File: src/rtl/memory_access_pkg.sv
// Shared types for the memory-access pipeline stage: FSM encoding, data widths
// and the MEM/WB bundle carried into writeback.
package memory_access_pkg;

  localparam int DATA_W = 16;
  localparam int REG_W  = 3;

  localparam logic [1:0] ENC_IDLE = 2'b00;
  localparam logic [1:0] ENC_BUSY = 2'b01;
  localparam logic [1:0] ENC_ERR  = 2'b10;

  typedef enum logic [1:0] {
    ST_IDLE = ENC_IDLE,
    ST_BUSY = ENC_BUSY,
    ST_ERR  = ENC_ERR
  } state_t;

  typedef struct packed {
    logic              valid;
    logic [DATA_W-1:0] pc_inc;
    logic [DATA_W-1:0] mem_out;
    logic [DATA_W-1:0] data;
    logic              cond;
    logic              pc_to_reg;
    logic              mem_to_reg;
    logic              set;
    logic              reg_write;
    logic [REG_W-1:0]  write_reg;
  } wb_bundle_t;

endpackage

File: src/rtl/memory_access_mem_wb_reg.sv
// MEM/WB pipeline register. On a non-load edge only the qualifiers drop so a
// bubble never writes the register file; the payload simply holds.
module mem_wb_reg
  import memory_access_pkg::*;
(
  input  logic       clk,
  input  logic       rst,
  input  logic       load,
  input  wb_bundle_t d,
  output wb_bundle_t q
);

  always_ff @(posedge clk or negedge rst) begin
    if (!rst) begin
      q <= '0;
    end else if (load) begin
      q <= d;
    end else begin
      q.valid     <= 1'b0;
      q.reg_write <= 1'b0;
    end
  end

endmodule

File: src/rtl/memory_access.sv
// Memory-access pipeline stage: issues loads/stores to the memory port, stalls
// the front of the pipe on wait states and traps misaligned accesses.
//
//   state | meaning
//   ------+---------------------------------------------------------------
//   IDLE  | accepting EX/MEM; zero-wait hits and non-memory ops pass through
//   BUSY  | request outstanding, replayed from registered copies, stalling
//   ERR   | misaligned access seen; pipe frozen until reset
module memory_access
  import memory_access_pkg::*;
(
  input  logic              clk,
  input  logic              rst,
  input  logic              in_valid,
  input  logic [DATA_W-1:0] ALUOut,
  input  logic [DATA_W-1:0] WriteData,
  input  logic [DATA_W-1:0] PCInc,
  input  logic              MemRead,
  input  logic              MemWrite,
  input  logic              Cond,
  input  logic              PCtoReg,
  input  logic              MemtoReg,
  input  logic              Set,
  input  logic              RegWrite,
  input  logic [REG_W-1:0]  WriteReg,
  output logic [DATA_W-1:0] mem_addr,
  output logic [DATA_W-1:0] mem_wdata,
  output logic              mem_rd,
  output logic              mem_wr,
  input  logic [DATA_W-1:0] mem_rdata,
  input  logic              mem_done,
  output logic              stall_out,
  output logic              err,
  output logic              wb_valid,
  output logic [DATA_W-1:0] wb_PCInc,
  output logic [DATA_W-1:0] wb_MemOut,
  output logic [DATA_W-1:0] wb_Data,
  output logic              wb_Cond,
  output logic              wb_PCtoReg,
  output logic              wb_MemtoReg,
  output logic              wb_Set,
  output logic              wb_RegWrite,
  output logic [REG_W-1:0]  wb_WriteReg
);

  state_t            state_q, state_nxt;
  logic              mem_op, misaligned;
  logic              rd_c, wr_c, stall_c, advance, capture, load_sel;
  logic [DATA_W-1:0] addr_c, wdata_c;
  logic              req_rd_q, req_wr_q;
  logic [DATA_W-1:0] req_addr_q, req_wdata_q;
  wb_bundle_t        wb_d, wb_q;

  assign mem_op     = in_valid & (MemRead | MemWrite);
  assign misaligned = mem_op & ALUOut[0];

  always_ff @(posedge clk or negedge rst) begin
    if (!rst) state_q <= ST_IDLE;
    else      state_q <= state_nxt;
  end

  always_comb begin
    state_nxt = state_q;
    rd_c      = 1'b0;
    wr_c      = 1'b0;
    addr_c    = ALUOut;
    wdata_c   = WriteData;
    stall_c   = 1'b0;
    advance   = 1'b0;
    capture   = 1'b0;
    load_sel  = MemRead & ~MemWrite;
    case (state_q)
      ST_IDLE: begin
        if (misaligned) begin
          stall_c   = 1'b1;
          state_nxt = ST_ERR;
        end else if (mem_op) begin
          // A simultaneous read+write is treated as a plain store.
          rd_c = MemRead & ~MemWrite;
          wr_c = MemWrite;
          if (mem_done) begin
            advance = 1'b1;
          end else begin
            stall_c   = 1'b1;
            capture   = 1'b1;
            state_nxt = ST_BUSY;
          end
        end else if (in_valid) begin
          advance = 1'b1;
        end
      end
      ST_BUSY: begin
        rd_c     = req_rd_q;
        wr_c     = req_wr_q;
        addr_c   = req_addr_q;
        wdata_c  = req_wdata_q;
        load_sel = req_rd_q;
        if (mem_done) begin
          advance   = 1'b1;
          state_nxt = ST_IDLE;
        end else begin
          stall_c = 1'b1;
        end
      end
      ST_ERR: begin
        stall_c = 1'b1;
      end
      default: begin
        state_nxt = ST_IDLE;
      end
    endcase
  end

  always_ff @(posedge clk or negedge rst) begin
    if (!rst) begin
      req_rd_q    <= 1'b0;
      req_wr_q    <= 1'b0;
      req_addr_q  <= '0;
      req_wdata_q <= '0;
    end else if (capture) begin
      req_rd_q    <= rd_c;
      req_wr_q    <= wr_c;
      req_addr_q  <= ALUOut;
      req_wdata_q <= WriteData;
    end
  end

  // Request and stall are masked by reset so they drop the instant rst falls.
  assign mem_rd    = rd_c & rst;
  assign mem_wr    = wr_c & rst;
  assign stall_out = stall_c & rst;
  assign mem_addr  = addr_c;
  assign mem_wdata = wdata_c;
  assign err       = (state_q == ST_ERR);

  always_comb begin
    wb_d            = '0;
    wb_d.valid      = 1'b1;
    wb_d.pc_inc     = PCInc;
    wb_d.mem_out    = load_sel ? mem_rdata : '0;
    wb_d.data       = ALUOut;
    wb_d.cond       = Cond;
    wb_d.pc_to_reg  = PCtoReg;
    wb_d.mem_to_reg = MemtoReg;
    wb_d.set        = Set;
    wb_d.reg_write  = RegWrite;
    wb_d.write_reg  = WriteReg;
  end

  mem_wb_reg u_mem_wb_reg (
    .clk  (clk),
    .rst  (rst),
    .load (advance),
    .d    (wb_d),
    .q    (wb_q)
  );

  assign wb_valid    = wb_q.valid;
  assign wb_PCInc    = wb_q.pc_inc;
  assign wb_MemOut   = wb_q.mem_out;
  assign wb_Data     = wb_q.data;
  assign wb_Cond     = wb_q.cond;
  assign wb_PCtoReg  = wb_q.pc_to_reg;
  assign wb_MemtoReg = wb_q.mem_to_reg;
  assign wb_Set      = wb_q.set;
  assign wb_RegWrite = wb_q.reg_write;
  assign wb_WriteReg = wb_q.write_reg;

endmodule

File: config.mk
export PLATFORM = sky130hd
export DESIGN_NAME = memory_access
export DESIGN_NICKNAME = d
export VERILOG_FILES = /design/src/rtl/memory_access_pkg.sv /design/src/rtl/memory_access_mem_wb_reg.sv /design/src/rtl/memory_access.sv
export SDC_FILE = /design/constraint.sdc
export NUM_CORES = 1
export LEC_CHECK = 0
export CORE_MARGIN = 10
export CORE_UTILIZATION = 43
export DETAILED_ROUTE_END_ITERATION = 8
export PLACE_DENSITY = 0.76
export SETUP_SLACK_MARGIN = 0.3
export SYNTH_ARGS = -nofsm -noshare
export SYNTH_HDL_FRONTEND = slang
export SYNTH_HIERARCHICAL = 1
export SYNTH_SLANG_ARGS = --single-unit
File: constraint.sdc
create_clock -name clk -period 2.9 [get_ports clk]
set_clock_uncertainty 0.2 [all_clocks]
set_input_delay 0.58 -clock clk [delete_from_list [all_inputs] [get_ports clk]]
set_output_delay 0.58 -clock clk [all_outputs]
set_load 0.03 [all_outputs]
Figure 1. Clock wiring as the flow saved it (run 1).
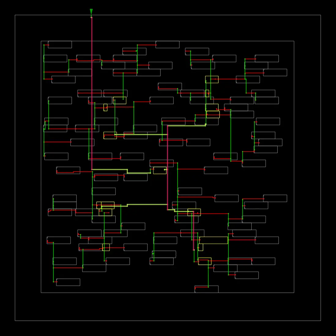
worst skew pair latency: 0.34 ns
Num CTS Buffers: 9

Figure 2. Clock wires, drivers and flops (run 1).
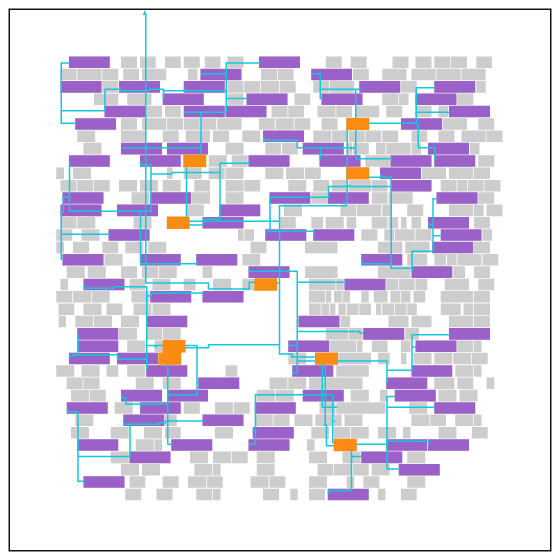
legend:
  orange:
    item: clock drivers
    count: 9
  purple:
    item: flip-flops
    count: 93
  cyan:
    item: clock wires
    length: 1,170 um
flops lie: all over the die
routed clock nets: 10
Clock group: 864 uW
clock group share of total power: 17.4%

==> results_slide.txt, run 1 <==
Flow Results at a Glance

Floorplanning
  • Init Core Util: ~44%
  • Chip area: 0.0141 mm2
  • Ports: 171

Clock tree
  • CTS HTree Levels: 3
  • CTS Sinks: 93
  • CTS-repair resized insts: 113

Power and ir drop
  • Leakage: roughly 0.0028 uW
  • Internal: 3220 uW

Global routing
  • Grt met1 use: 18.4%
  • First-pass GRT wire length: 18,100 um
  • Initial antenna violation count: 0
  • Met3 Track Usage GR: 4.63%
  • GRT Total Usage: 16.0%

Route
  • Final wirelength: 11,600 um

Placement
  • Placed inst area: 0.00609 mm2

Critical path
  • Worst path bufs/invs: 2
  • Worst endpoint required time: 2.12 ns
  • Crit. Startpoint: state_q[0]
  • Crit-path slowest cell: dfrtp_1
  • CP arrival: roughly 1.7 ns

Outcome
  • Status: finished, final reports clean

Yosys
  • Gate Count Post-Synth: 277
  • Ys Warns: 6
  • EDFF count, synth: 0
Figure 3. Sequential cells coloured by netlist name (run 1).
The bar under the picture is 20 um long.
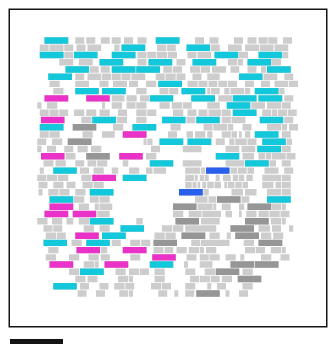
legend:
  cyan:
    signal: u_mem_wb_reg/q
    flops: 57
  magenta:
    signal: req_addr_q
    flops: 16
  blue:
    signal: state_q
    flops: 2
fin util: 65.5%
FF/Latch Area: 0.00233 mm2
flop share of the area: 36.9%
Seq. pwr: 1970 uW

-- run 1: cell usage after synthesis (2+ instances only) --
cell	count	area share (%)
dfrtp_1	93	55
and2_1	2	0.30
buf_2	5	0.59
o21bai_1	2	0.36
mux2_2	90	24
nor2_1	2	0.18
clkbuf_1	3	0.27
a21oi_1	3	0.36
o21ai_0	3	0.36
nor2b_1	19	2.8
and3_1	3	0.45
mux2_4	28	10
buf_6	7	1.9
inv_1	3	0.27
-- run 1: flip-flops by register name, indices dropped and copies added, names as in the netlist --
register and count:
req_addr_q 16, req_rd_q 1, req_wdata_q 16, req_wr_q 1, state_q 2, u_mem_wb_reg/q 57
-- run 1: worst reg2reg max path: stages, from the launching register on --
cell and delay [ns]:
dfrtp_1 0.41, buf_4 0.18, or4b_4 0.54, nor3_4 0.23, buf_12 0.21, mux2_2 0.35
-- run 1: through the flow --
stage | hold slack (ns) | utilization (%)
finish | 0.309 | 65.5
global route | 0.324 | 65.5
CTS | 0.312 | 65.6
detailed placement | 0.285 | 63.2
global placement | 0.280 | 63.2
floorplan | 0.0844 | -
-- run 1: power by group through the flow --
stage	clock [uW]	combinational [uW]	sequential, uW
finish	864	2150	1970
global route	942	2230	2030
CTS	893	2180	1970
detailed placement	0	2170	2000
global placement	0	2140	1960
floorplan	0	547	2600
-- run 1: cell families after synthesis --
kind of cell	count (synthesis)	synth area share (%)
simple gates	33	5.20
buf+inv	18	3.00
compound gates	13	2.11
other cells	1	0.0891
flops	93	55.3
mux	119	34.3
-- run 1: metal layers --
layer | vias to the layer above | wire (um)
li1 | 1333 | -
met1 | 1465 | 4750
met2 | 78 | 5990
met3 | 13 | 622
met4 | 0 | 194
met5 | - | 0
## Run 2: what changed since run 1
- SLEW_MARGIN: unset -> 10
Figure 4. Drive-strength map (run 2).
The bar under the picture is 20 um long.
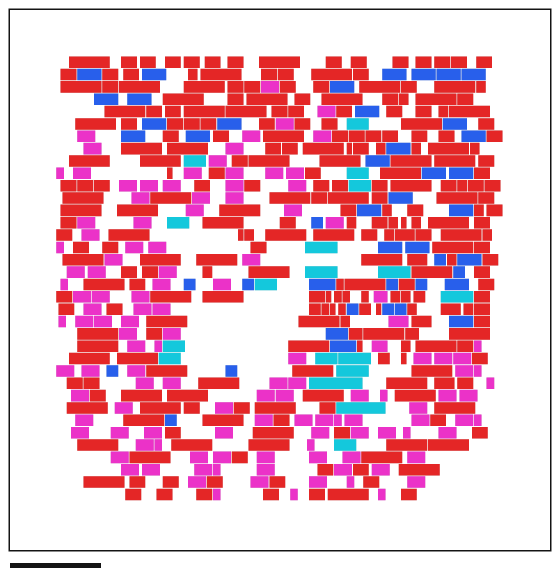
legend:
  cyan:
    size: _6 and larger
    cells: 18
    share: 3.9%
    most_used: clkbuf_8
  red:
    size: _0 and _1 cells
    cells: 275
    share: 60%
    most_used: clkdlybuf4s50_1
  blue:
    size: _3 and _4 cells
    cells: 44
    share: 9.5%
    most_used: mux2_4
  magenta:
    size: _2 cells
    cells: 125
    share: 27%
    most_used: mux2_2
final instance area: 0.00631 mm2
P&R area growth vs syn: 49.9%
number of non-clock buffers in the layout: 184
Worst Slack Setup Final: 0.383 ns

Figure 5. Sequential cells coloured by netlist name (run 2).
The bar under the picture is 20 um long.
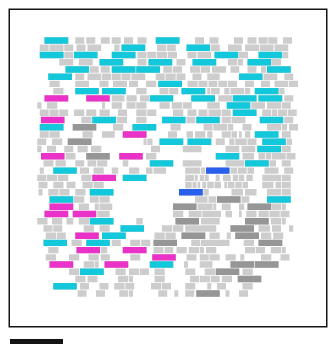
legend:
  blue:
    signal: state_q
    flops: 2
  cyan:
    signal: u_mem_wb_reg/q
    flops: 57
  magenta:
    signal: req_addr_q
    flops: 16
not coloured: 18

==> run 2 against run 1 <==
- critical endpoint unchanged
- register-to-register slack about the same
- synthesized cell count unchanged
- final cell count unchanged
- worst setup slack unchanged
- largest cell class unchanged
- non-clock buffer count unchanged
- fmax unchanged
- total power unchanged
==> results_slide.txt, run 2 <==
Flow Results at a Glance

Outcome
  • Status: finished, final reports clean

Cells and area
  • Largest register FFs: 57 (unchanged)
  • Fin util: 65.5% (unchanged)
  • Biggest register: u_mem_wb_reg/q
  • Top Registers: u_mem_wb_reg/q x57, req_addr_q x16, req_wdata_q x16

Global routing
  • GRT Total Usage: 16.0% (unchanged)
  • Largest net degree at the start of global routing: 65
  • Met3 Track Usage GR: 4.63% (unchanged)
  • Met2 Track Usage GR: 28.0%
  • Initial antenna violation count: 0 (unchanged)
  • First-pass GRT wire length: 18,100 um (unchanged)
  • Grt met1 use: 18.4% (unchanged)

Route
  • Metal-1 WL: 4750 um (unchanged)
  • Met2 wire len: 5990 um (unchanged)
  • DR DRC count: 0
  • Max layer used: met4
  • Initial DRC count: 128
  • Final wirelength: 11,600 um (unchanged)
  • Router iterations before antenna repair: 4
  • Routed length on met3: 622 um (unchanged)

Yosys
  • Synth top area share: 55.3% (unchanged)
  • Commonest flop: dfrtp_1
  • Gate Count Post-Synth: 277 (unchanged)
  • EDFF count, synth: 0 (unchanged)
  • Count leader, synth: dfrtp_1
  • Top cells by count: 93 x dfrtp_1, 90 x mux2_2, 28 x mux2_4, 19 x nor2b_1, 7 x buf_6
  • Ranking of synthesized cells by area: dfrtp_1 55%, mux2_2 24%, mux2_4 10%, nor2b_1 2.8%, buf_6 1.9%
  • Yosys top cell by area: dfrtp_1

Critical path
  • Worst endpoint required time: 2.12 ns (about the same)
  • Crit. Startpoint: state_q[0]
  • Reg-to-Reg End: req_addr_q[11]
  • Crit-path slowest cell: dfrtp_1
  • Worst path bufs/invs: 2 (unchanged)
  • CP arrival: 1.74 ns (about the same)
  • Reg2Reg Depth: 5

Floorplanning
  • Init Core Util: 43.7% (unchanged)
  • Chip area: 0.0141 mm2 (unchanged)
  • Ports: 171 (unchanged)

Power and ir drop
  • Leakage: 0.00281 uW (unchanged)
  • Internal: 3220 uW (unchanged)
  • Clock group share of total power: 17.4% (about the same)

Clock tree
  • Num CTS Buffers: 9 (unchanged)
  • CTS Sinks: 93 (unchanged)
  • Clock root buffer master: clkbuf_8
  • CTS HTree Levels: 3 (unchanged)

Worst hold path
  • Hold path depth: 1

Placement
  • Setup WS pre-CTS: 0.122 ns
  • DP Wirelength: roughly 8400 um

STA
  • Fin crit period: 2.52 ns
Figure 6. Cells coloured by class (run 2).
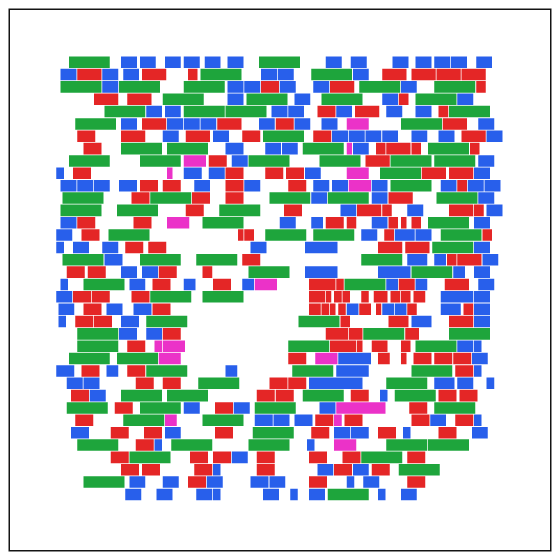
legend:
  magenta:
    class: clock drivers and dummy loads
    cells: 16
  red:
    class: combinational and other logic
    cells: 169
  blue:
    class: other buffers and delay cells
    cells: 184
  green:
    class: flops
    cells: 93
FP Rows: 36
core box area: 0.00964 mm2

## run 2: stage by stage
stage | power (uW) | hold WS [ns] | area (um2)
4_1_cts | 5040 | 0.312 | 6320
5_1_grt | 5200 | 0.324 | 6310
2_1_floorplan | 3150 | 0.0844 | 4210
3_3_place_gp | 4110 | 0.280 | 6090
3_5_place_dp | 4170 | 0.285 | 6090
6_report | 4980 | 0.309 | 6310
## run 2: worst min-delay path by stage
stage,end,startpoint
after floorplan,req_addr_q[0],rst
after global placement,req_addr_q[0],req_addr_q[0]
after detailed placement,req_addr_q[0],req_addr_q[0]
after CTS,req_wdata_q[5],req_wdata_q[5]
after global routing,u_mem_wb_reg/q[0],u_mem_wb_reg/q[0]
final,req_addr_q[0],req_addr_q[0]
## run 2: logic make-up after synthesis
family                 after synthesis  share of synthesized area (%)
DFF                                 93                           55.3
and+or+nand+nor                     33                           5.20
other                                1                         0.0891
muxes                              119                           34.3
buffers and inverters               18                           3.00
AOI/OAI and AO/OA                   13                           2.11
## run 2: power by group through the flow
stage          logic, uW  clock network [uW]  registers (uW)
2_1_floorplan        547                   0            2600
3_3_place_gp        2140                   0            1960
3_5_place_dp        2170                   0            2000
4_1_cts             2180                 893            1970
5_1_grt             2230                 942            2030
6_report            2150                 864            1970
## run 2: final cells by class
| cell class | count | area [um2] | share of cell area (%) |
|---|---|---|---|
| tap | 133 | 166 | 2.64 |
| clock inverter | 4 | 47.5 | 0.754 |
| sequential | 93 | 2330 | 36.9 |
| multi-input combinational | 166 | 1770 | 28.1 |
| timing repair buffer | 184 | 1840 | 29.1 |
| inverter | 3 | 11.3 | 0.178 |
| clock buffer | 12 | 145 | 2.30 |
Power is estimated from default activity; no workload was simulated.
